--- config.mk ---
export PLATFORM = sky130hd
export DESIGN_NAME = sram_arbiter
export DESIGN_NICKNAME = d
export VERILOG_FILES = /design/src/rtl/sram_arbiter.sv
export SDC_FILE = /design/constraint.sdc
export NUM_CORES = 1
export LEC_CHECK = 0
export ABC_AREA = 1
export CAP_MARGIN = 10
export CORE_ASPECT_RATIO = 0.9
export CORE_MARGIN = 4
export CORE_UTILIZATION = 46
export DETAILED_ROUTE_END_ITERATION = 7
export PLACE_DENSITY = 0.87
export SYNTH_ARGS = -nofsm -noshare
export SYNTH_HDL_FRONTEND = slang
export SYNTH_SLANG_ARGS = --single-unit
--- constraint.sdc ---
create_clock -name clk -period 3.4 [get_ports clk]
set_input_delay 0.51 -clock clk [delete_from_list [all_inputs] [get_ports clk]]
set_output_delay 0.51 -clock clk [all_outputs]
set_load 0.03 [all_outputs]
--- src/rtl/sram_arbiter.sv ---
// Single-port SRAM arbiter: SNES read path and AVR read/write path share one
// asynchronous SRAM; all strobes, bus direction and access timing live here.
module sram_arbiter #(
  parameter int ADDR_W        = 21,
  parameter int DATA_W        = 8,
  parameter int ACCESS_CYCLES = 2
) (
  input  logic              clk,
  input  logic              reset_n,
  input  logic              snes_mode,
  input  logic              snes_req,
  input  logic [ADDR_W-1:0] snes_addr,
  output logic              snes_ack,
  output logic [DATA_W-1:0] snes_rdata,
  input  logic              avr_req,
  input  logic              avr_we,
  input  logic [ADDR_W-1:0] avr_addr,
  input  logic [DATA_W-1:0] avr_wdata,
  output logic              avr_ack,
  output logic              avr_err,
  output logic [DATA_W-1:0] avr_rdata,
  output logic [ADDR_W-1:0] sram_addr,
  output logic [DATA_W-1:0] sram_dout,
  output logic              sram_dout_en,
  input  logic [DATA_W-1:0] sram_din,
  output logic              sram_ce_n,
  output logic              sram_oe_n,
  output logic              sram_we_n,
  output logic [7:0]        debug
);

  typedef enum logic [2:0] {
    IDLE     = 3'd0,
    RD       = 3'd1,
    WR_SETUP = 3'd2,
    WR_PULSE = 3'd3,
    WR_HOLD  = 3'd4,
    DONE     = 3'd5
  } state_t;

  localparam logic [3:0] CNT_LOAD = 4'(ACCESS_CYCLES - 1);

  state_t     state, state_nx;
  logic [3:0] cnt, cnt_nx;
  logic       owner_snes, owner_avr, rej, mode_latched;
  logic       owner_snes_nx, owner_avr_nx, rej_nx, mode_latched_nx;
  logic       grant, grant_wr, capture;
  logic       ce_n_nx, oe_n_nx, we_n_nx, dout_en_nx;
  logic       snes_ack_nx, avr_ack_nx, avr_err_nx;

  always_comb begin
    state_nx        = state;
    cnt_nx          = cnt;
    owner_snes_nx   = owner_snes;
    owner_avr_nx    = owner_avr;
    rej_nx          = rej;
    mode_latched_nx = mode_latched;
    grant           = 1'b0;
    grant_wr        = 1'b0;
    capture         = 1'b0;

    case (state)
      IDLE: begin
        mode_latched_nx = snes_mode;
        owner_snes_nx   = 1'b0;
        owner_avr_nx    = 1'b0;
        rej_nx          = 1'b0;
        if (snes_mode) begin
          // SNES has priority; AVR may only read while the SNES owns the cart
          if (snes_req) begin
            owner_snes_nx = 1'b1;
            grant         = 1'b1;
            state_nx      = RD;
            cnt_nx        = CNT_LOAD;
          end else if (avr_req && !avr_we) begin
            owner_avr_nx = 1'b1;
            grant        = 1'b1;
            state_nx     = RD;
            cnt_nx       = CNT_LOAD;
          end else if (avr_req) begin
            owner_avr_nx = 1'b1;
            rej_nx       = 1'b1;
            state_nx     = DONE;
          end
        end else if (avr_req) begin
          owner_avr_nx = 1'b1;
          grant        = 1'b1;
          if (avr_we) begin
            grant_wr = 1'b1;
            state_nx = WR_SETUP;
          end else begin
            state_nx = RD;
            cnt_nx   = CNT_LOAD;
          end
        end
      end
      RD: begin
        if (cnt == 4'd0) begin
          capture  = 1'b1;
          state_nx = DONE;
        end else begin
          cnt_nx = cnt - 4'd1;
        end
      end
      WR_SETUP: begin
        state_nx = WR_PULSE;
        cnt_nx   = CNT_LOAD;
      end
      WR_PULSE: begin
        if (cnt == 4'd0) state_nx = WR_HOLD;
        else             cnt_nx   = cnt - 4'd1;
      end
      WR_HOLD: state_nx = DONE;
      DONE: begin
        owner_snes_nx = 1'b0;
        owner_avr_nx  = 1'b0;
        rej_nx        = 1'b0;
        state_nx      = IDLE;
      end
      default: state_nx = IDLE;
    endcase

    // Pad strobes are registered from the next state so they leave the flops glitch-free
    ce_n_nx     = !(state_nx inside {RD, WR_SETUP, WR_PULSE, WR_HOLD});
    oe_n_nx     = (state_nx != RD);
    we_n_nx     = (state_nx != WR_PULSE);
    dout_en_nx  = (state_nx inside {WR_SETUP, WR_PULSE, WR_HOLD});
    snes_ack_nx = (state_nx == DONE) && owner_snes_nx;
    avr_ack_nx  = (state_nx == DONE) && owner_avr_nx;
    avr_err_nx  = (state_nx == DONE) && rej_nx;
  end

  always_ff @(posedge clk) begin
    if (!reset_n) begin
      state        <= IDLE;
      cnt          <= 4'd0;
      owner_snes   <= 1'b0;
      owner_avr    <= 1'b0;
      rej          <= 1'b0;
      mode_latched <= 1'b0;
      sram_ce_n    <= 1'b1;
      sram_oe_n    <= 1'b1;
      sram_we_n    <= 1'b1;
      sram_dout_en <= 1'b0;
      snes_ack     <= 1'b0;
      avr_ack      <= 1'b0;
      avr_err      <= 1'b0;
      sram_addr    <= '0;
      sram_dout    <= '0;
      snes_rdata   <= '0;
      avr_rdata    <= '0;
    end else begin
      state        <= state_nx;
      cnt          <= cnt_nx;
      owner_snes   <= owner_snes_nx;
      owner_avr    <= owner_avr_nx;
      rej          <= rej_nx;
      mode_latched <= mode_latched_nx;
      sram_ce_n    <= ce_n_nx;
      sram_oe_n    <= oe_n_nx;
      sram_we_n    <= we_n_nx;
      sram_dout_en <= dout_en_nx;
      snes_ack     <= snes_ack_nx;
      avr_ack      <= avr_ack_nx;
      avr_err      <= avr_err_nx;
      // Request operands are frozen at grant; later requester changes are ignored
      if (grant)    sram_addr <= owner_snes_nx ? snes_addr : avr_addr;
      if (grant_wr) sram_dout <= avr_wdata;
      if (capture) begin
        if (owner_snes) snes_rdata <= sram_din;
        else            avr_rdata  <= sram_din;
      end
    end
  end

  assign debug = {state, owner_snes, owner_avr, mode_latched, 2'b00};

endmodule

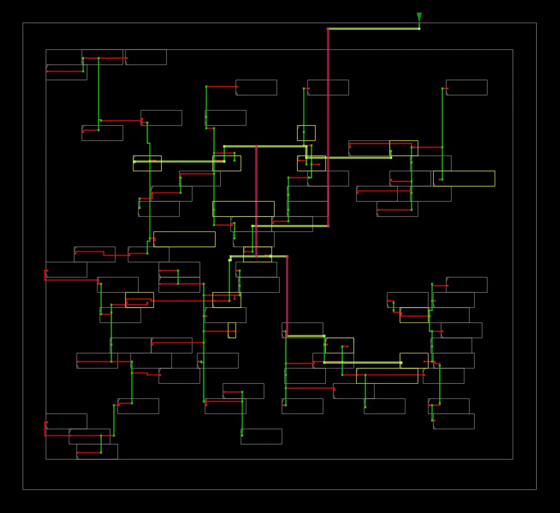
Fig. 1. The clock network.
clk_buf instances: 11
worst clock skew: 10.8 ps
clock buffer count from CTS: 9
clock sinks: 63
clock group power: 867 uW

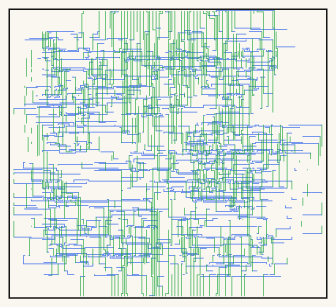
Fig. 2. Metal layers overlaid.
Only two layers are drawn.
Blue stands for metal 1, wire length 3,270 microns. Green stands for metal 2, wire length 3,880 microns.

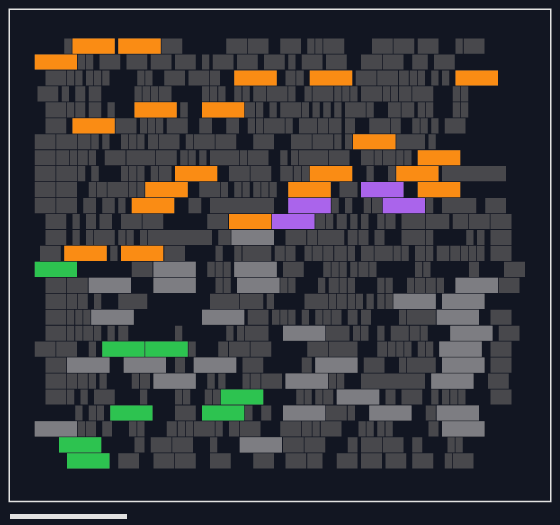
Fig. 3. Sequential cells grouped by signal name.
Bar = 20 microns. Other sequential cells in the stronger gray, the rest of the logic in the fainter gray.
Orange stands for `sram_addr`, sequential cells 21. Purple stands for `cnt`, sequential cells 4. Green stands for `snes_rdata`, sequential cells 8, where south-west.

==> results.toml <==
# flow metrics
[run_status]
outcome = "finished clean"

[pwr]
p_per_area_nw_per_um2 = 857
pwr.group.sequential_uw = 1080
largestPowerGroup = "combinational cells"
combPwrFrac_pct = 48.4
swShare_pct = 41.3
comb_power_uw = 1830
p_seq_share_pct = 28.6
p_leak_uw = 0.00202
switchingPower_uw = 1560
p_total_uw = 3770
irDropWorstVdd_v = 0.000533

[cells_and_area]
inv_count = 48
layout.nets = 597
flops = 63
clk_share_pct = 6.14
nonClkBufAreaFrac_pct = 28.0
fin_util_pct = 71.6
dominant_cells = "multi-input combinational cells"
antenna_cells = 0
nonClockBufferCount = 124
top_register = "sram_addr"
largest_reg_flops = 21
ff_latch_area_sq_um = 1260
comb_area_sq_um = 1350
final_cell_area_sq_um = 4400

[die]
fp-utilization_pct = 47.6
core_sq_um = 6150
io_pins = 124
die_y_microns = 83.7
nWellTaps = 87

[final_timing]
rsz0062_at_grt = "false"
finalHoldViolCount = 0
period_used_pct = 62.1
slew_viol_final = 0
tns_ps = 0
fin_crit_ps = 2110
max_freq_ghz = 0.474
whs_ps = 471

[routing]
drc_errors = 0
first_pass_iters = 4
final_antenna_net_count = 0
drtIter0Drc = 111
met3_length_microns = 477

[critical_path]
path_depth = 1
cp-start-kind = "register"
cp_top_family = "buffers and inverters"
slowest_stage = "clkdlybuf4s50_1"
critPathKind = "reg -> out"
crit_path_end_kind = "output pin"
crit_start = "state[0]$_SDFF_PN0_"
arrival_ps = 1600
critPathMaxStageDelay_ps = 750
rrSetupSlack_ps = 1670
r2r_cells = 9
rr_startpoint = "state[1]$_SDFF_PN0_"
r2r_end = "sram_addr[19]$_SDFFE_PN0P_"
worstPathRequired_ps = 2890

[logic_synthesis]
xor_share_pct = 0.299
avgSynthCellArea_sq_um = 7.07
synth-seq-cells = 63
synthTopCellsByArea = "dfxtp_1, nor2_1, nand2_1"
syn_area_sq_um = 2930
yosys.area_share.simple_pct = 38.0
netlist_instances = 414
synthArstFlopShare_pct = 0
ys_cells = 414
ys_sh_aoi_pct = 6.97
top_area_share_pct = 43.1

[grt]
grt_util_met3_pct = 6.85
gr-total-overflow = 0
antenna_found_initial = 0
grt_usage_pct = 20.4
grt_pass1_vias = 2758
use_met2_pct = 35.3
grt_most_used_layer = "met2"

[min_path]
hold_path_end = "cnt[0]$_SDFFE_PN0P_"
hp-class = "reg -> reg"

[cts]
root_buffer = "clkbuf_8"
clock_latency_ps = 340
cts_setup_buffers = 0
clockBufferDepth = 2
cts_hold_buf = 0
cts_resized = 0

[flow_run]
warning_count = 26

[place]
dp_slack_ps = 1210
place_hpwl_microns = 5680
Power figures rest on the tool's default switching activity, not on a simulated workload.
